==> images/gate_families.png <==
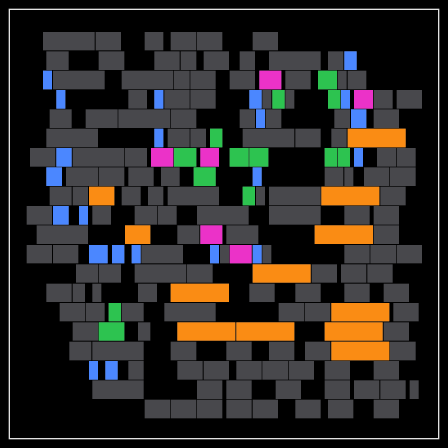
==> images/final_clocks.png <==
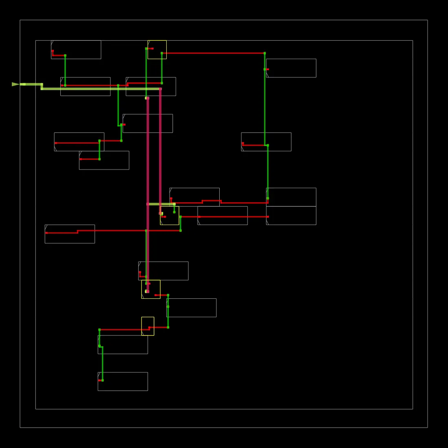
==> images/pdn.png <==
Pins as bars on the die edge.
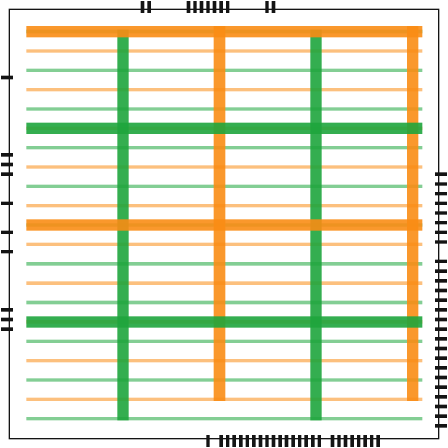
==> images/registers.png <==
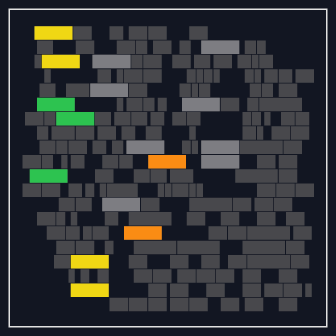
==> images/cell_classes.png <==
Bar = 20 um. Fill, decap, tap and diode cells in grey.
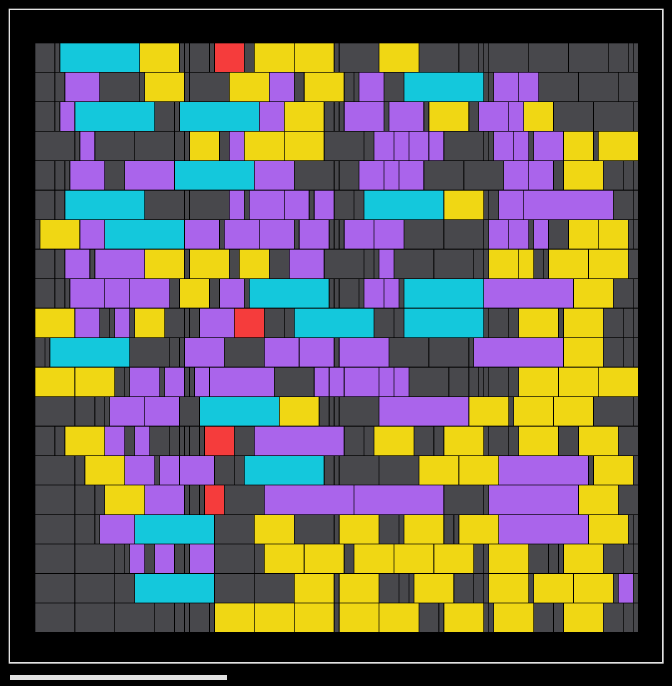
==> src/rtl/fifo_wr_arbiter.sv <==
// Write-side controller for the async FIFO: round-robin packet arbitration, binary/Gray write pointer, registered full flag.
// Optional idle-lock timeout release is compiled in when ARB_TIMEOUT_EN is defined.
module fifo_wr_arbiter #(
  parameter int NUM_REQ    = 4,
  parameter int DATA_WIDTH = 8,
  parameter int ADDR_WIDTH = 3,
  parameter int TIMEOUT    = 16
) (
  input  logic                            clk,
  input  logic                            rst,
  input  logic [NUM_REQ-1:0]              req_valid,
  input  logic [NUM_REQ*DATA_WIDTH-1:0]   req_data,
  input  logic [NUM_REQ-1:0]              req_last,
  output logic [NUM_REQ-1:0]              req_ready,
  input  logic [ADDR_WIDTH:0]             wq2_rptr,
  output logic                            wen,
  output logic [ADDR_WIDTH-1:0]           waddr,
  output logic [DATA_WIDTH-1:0]           wdata,
  output logic [ADDR_WIDTH:0]             wptr,
  output logic                            wfull,
  output logic [NUM_REQ-1:0]              grant,
  output logic                            abort
);

  localparam int IW = $clog2(NUM_REQ);
  localparam int AW = ADDR_WIDTH;

  if (NUM_REQ < 2 || NUM_REQ > 8 || ADDR_WIDTH < 2 || TIMEOUT < 1) begin : g_param_check
    $error("fifo_wr_arbiter: parameter out of range");
  end

  typedef enum logic {IDLE, LOCK} state_t;

  state_t                  state, state_n;
  logic [NUM_REQ-1:0]      grant_n;
  logic [IW-1:0]           gidx, gidx_n, rr_last, rr_last_n;
  logic [IW-1:0]           hi_idx, lo_idx, pick;
  logic                    hi_vld, lo_vld;
  logic                    sel_valid, sel_last;
  logic [DATA_WIDTH-1:0]   sel_data;
  logic [AW:0]             wbin, wbin_next, wgray_next;
  logic                    full_next;

  // Rotating priority: first requester above rr_last wins, else wrap to the lowest one.
  always_comb begin
    hi_idx = '0;
    lo_idx = '0;
    hi_vld = 1'b0;
    lo_vld = 1'b0;
    for (int i = 0; i < NUM_REQ; i++) begin
      if (req_valid[i] && i > int'(rr_last) && !hi_vld) begin
        hi_vld = 1'b1;
        hi_idx = IW'(i);
      end
      if (req_valid[i] && i <= int'(rr_last) && !lo_vld) begin
        lo_vld = 1'b1;
        lo_idx = IW'(i);
      end
    end
    pick = hi_vld ? hi_idx : lo_idx;
  end

  always_comb begin
    sel_valid = 1'b0;
    sel_last  = 1'b0;
    sel_data  = '0;
    for (int i = 0; i < NUM_REQ; i++) begin
      if (int'(gidx) == i) begin
        sel_valid = req_valid[i];
        sel_last  = req_last[i];
        sel_data  = req_data[i*DATA_WIDTH +: DATA_WIDTH];
      end
    end
  end

  // Reset gates the handshake so an in-flight packet is dropped immediately.
  assign req_ready  = (state == LOCK && !wfull && !rst) ? grant : '0;
  assign wen        = (state == LOCK) && sel_valid && !wfull && !rst;
  assign waddr      = wbin[AW-1:0];
  assign wdata      = sel_data;
  assign wbin_next  = wbin + {{AW{1'b0}}, wen};
  assign wgray_next = (wbin_next >> 1) ^ wbin_next;
  assign full_next  = (wgray_next == {~wq2_rptr[AW:AW-1], wq2_rptr[AW-2:0]});

`ifdef ARB_TIMEOUT_EN
  localparam int CW = $clog2(TIMEOUT + 1);
  logic [CW-1:0] idle_cnt, idle_cnt_n;
  logic          abort_n;
`endif

  always_comb begin
    state_n   = state;
    grant_n   = grant;
    gidx_n    = gidx;
    rr_last_n = rr_last;
`ifdef ARB_TIMEOUT_EN
    idle_cnt_n = idle_cnt;
    abort_n    = 1'b0;
`endif
    unique case (state)
      IDLE: begin
`ifdef ARB_TIMEOUT_EN
        idle_cnt_n = '0;
`endif
        if (|req_valid) begin
          state_n = LOCK;
          gidx_n  = pick;
          for (int i = 0; i < NUM_REQ; i++) begin
            grant_n[i] = (pick == IW'(i));
          end
        end
      end
      LOCK: begin
        if (wen && sel_last) begin
          state_n   = IDLE;
          grant_n   = '0;
          rr_last_n = gidx;
        end
`ifdef ARB_TIMEOUT_EN
        // Only a missing valid counts as idle; wfull stalls with valid high do not.
        else if (!sel_valid) begin
          if (idle_cnt == CW'(TIMEOUT - 1)) begin
            abort_n    = 1'b1;
            state_n    = IDLE;
            grant_n    = '0;
            rr_last_n  = gidx;
            idle_cnt_n = '0;
          end else begin
            idle_cnt_n = idle_cnt + 1'b1;
          end
        end else begin
          idle_cnt_n = '0;
        end
`endif
      end
      default: ;
    endcase
  end

  always_ff @(posedge clk) begin
    if (rst) begin
      state   <= IDLE;
      grant   <= '0;
      gidx    <= '0;
      rr_last <= IW'(NUM_REQ - 1);
      wbin    <= '0;
      wptr    <= '0;
      wfull   <= 1'b0;
    end else begin
      state   <= state_n;
      grant   <= grant_n;
      gidx    <= gidx_n;
      rr_last <= rr_last_n;
      wbin    <= wbin_next;
      wptr    <= wgray_next;
      wfull   <= full_next;
    end
  end

`ifdef ARB_TIMEOUT_EN
  always_ff @(posedge clk) begin
    if (rst) begin
      idle_cnt <= '0;
      abort    <= 1'b0;
    end else begin
      idle_cnt <= idle_cnt_n;
      abort    <= abort_n;
    end
  end
`else
  assign abort = 1'b0;
`endif

endmodule

==> config.mk <==
export PLATFORM = sky130hd
export DESIGN_NAME = fifo_wr_arbiter
export DESIGN_NICKNAME = d
export VERILOG_FILES = /design/src/rtl/fifo_wr_arbiter.sv
export SDC_FILE = /design/constraint.sdc
export NUM_CORES = 1
export LEC_CHECK = 0
export CAP_MARGIN = 5
export CORE_MARGIN = 2
export CORE_UTILIZATION = 36
export DETAILED_ROUTE_END_ITERATION = 6
export PLACE_DENSITY_LB_ADDON = 0.1
export RECOVER_POWER = 25
export SLEW_MARGIN = 20
export SYNTH_ARGS = -nofsm -noshare
export SYNTH_HDL_FRONTEND = slang
export SYNTH_SLANG_ARGS = --single-unit
==> constraint.sdc <==
create_clock -name clk -period 3.05 [get_ports clk]
set_input_delay 0.4575 -clock clk [delete_from_list [all_inputs] [get_ports clk]]
set_output_delay 0.4575 -clock clk [all_outputs]
set_load 0.02 [all_outputs]
==> out/summary.txt <==
Routed Wire Length -> 3.62 mm
CTS Hold Buffers Added -> 0
Crit path largest cell delay -> 0.54 ns
Via count -> 1210
GP Congestion -> 0.782
RSZ-0062 raised after global routing -> no
Inst Count DP -> 233
Pre-Place Util -> 37.5%
Worst endpoint required time -> 3.23 ns
H-tree Lvls -> 1
CP delay by family, top -> multiplexers
Logic area -> 754 um^2
PwrDens -> 311 nW/um^2
DRT Pass-1 Iters -> 4
Metal2 WL -> 1.80 mm
FF+latch area -> 340 um^2
Kind of critical path -> in2reg
Combinational share of cell area -> 38.4%
Most numerous cell in the Yosys netlist -> dfxtp_1
Avg Cell Area, Syn -> 9.78 um^2
Biggest regs -> grant (4), wptr (4), wbin (3)
Final setup violation count -> 0
Layout cells sized above 1 -> 13.5%
Met2 Resource Use GR -> 36.8%
Yosys top cell by area -> dfxtp_1
Post-CTS Resized -> 0
Largest net degree at the start of global routing -> 22
Worst slew margin -> 48.2%
# Taps -> 44
PnR worst setup slack -> 0.145 ns
Detail Route Antenna Nets -> 0
Status -> finished, final reports clean
Mapped Area -> 1130 um^2
# Post-CTS Setup Buffers -> 0
Clock sinks -> 17
Commonest Layout Cell -> clkdlybuf4s50_1
Clock-cell share of area -> 1.40%
GR peak layer -> met2
Dominant combinational family -> simple AND/OR/NAND/NOR gates
DR iter-0 viols -> 55
Top cell category -> non-clock buffers
Actual slew at the worst max-slew pin -> 0.777 ns
Setup TNS -> 0 ns
Non-clk buf share -> 39.3%
## Picture notes: gate_families.png
Key: NOR gates = blue [cells 22]; inverting AOI/OAI gates = green [cells 13]; multiplexers = orange [cells 12]; AND-OR and OR-AND gates = magenta [cells 6]

## Picture notes: final_clocks.png
flip-flops: 17
Worst-Skew Late Latency: 0.31 ns

## Picture notes: pdn.png
Key: VDD = orange; VSS = green
The core has 20 rows. 21 met1 rails follow the rows.
Chip Width: 60.1 um
CORE AREA: 3030 um^2
Die Height: 60.1 um

## Picture notes: registers.png
Key: wbin = green [flops 3]; wptr = yellow [flops 4]; rr_last = orange [flops 2]
Another 8 sequential cells are not coloured.

## Picture notes: cell_classes.png
Key: all other logic = purple [cells 92]; flops = cyan [cells 17]; other buffers and delay cells = yellow [cells 80]; clock drivers and dummy loads = red [cells 4]
final core occ: 64.9%
FP Rows: 20
Seq area share: 17.3%
fin area: 1960 um^2

==> worst paths after layout <==
check	from	slack, ns	to	cells past startpoint
setup / recovery	req_valid[3]	0.15	wfull	9
hold / removal	grant[1]	0.53	grant[1]	2
setup reg to reg	gidx[1]	0.33	wfull	8
hold reg to reg	grant[1]	0.53	grant[1]	2
==> worst reg2reg max path, cell delays in order (launching register included) <==
cell and delay, ns:
dfxtp_1 0.37, mux4_2 0.56, and3_1 0.23, ha_1 0.22, ha_1 0.27, xnor2_2 0.25, and2_1 0.18, mux2i_1 0.08
a2111oi_1 0.43
==> power breakdown <==
group          switching (uW)  internal (uW)  leakage [uW]
clock network            79.2           49.0     0.0000177
logic                    99.3            141      0.000644
registers                9.67            233      0.000139
No activity file was given, so power comes from the tool's default toggle rates.
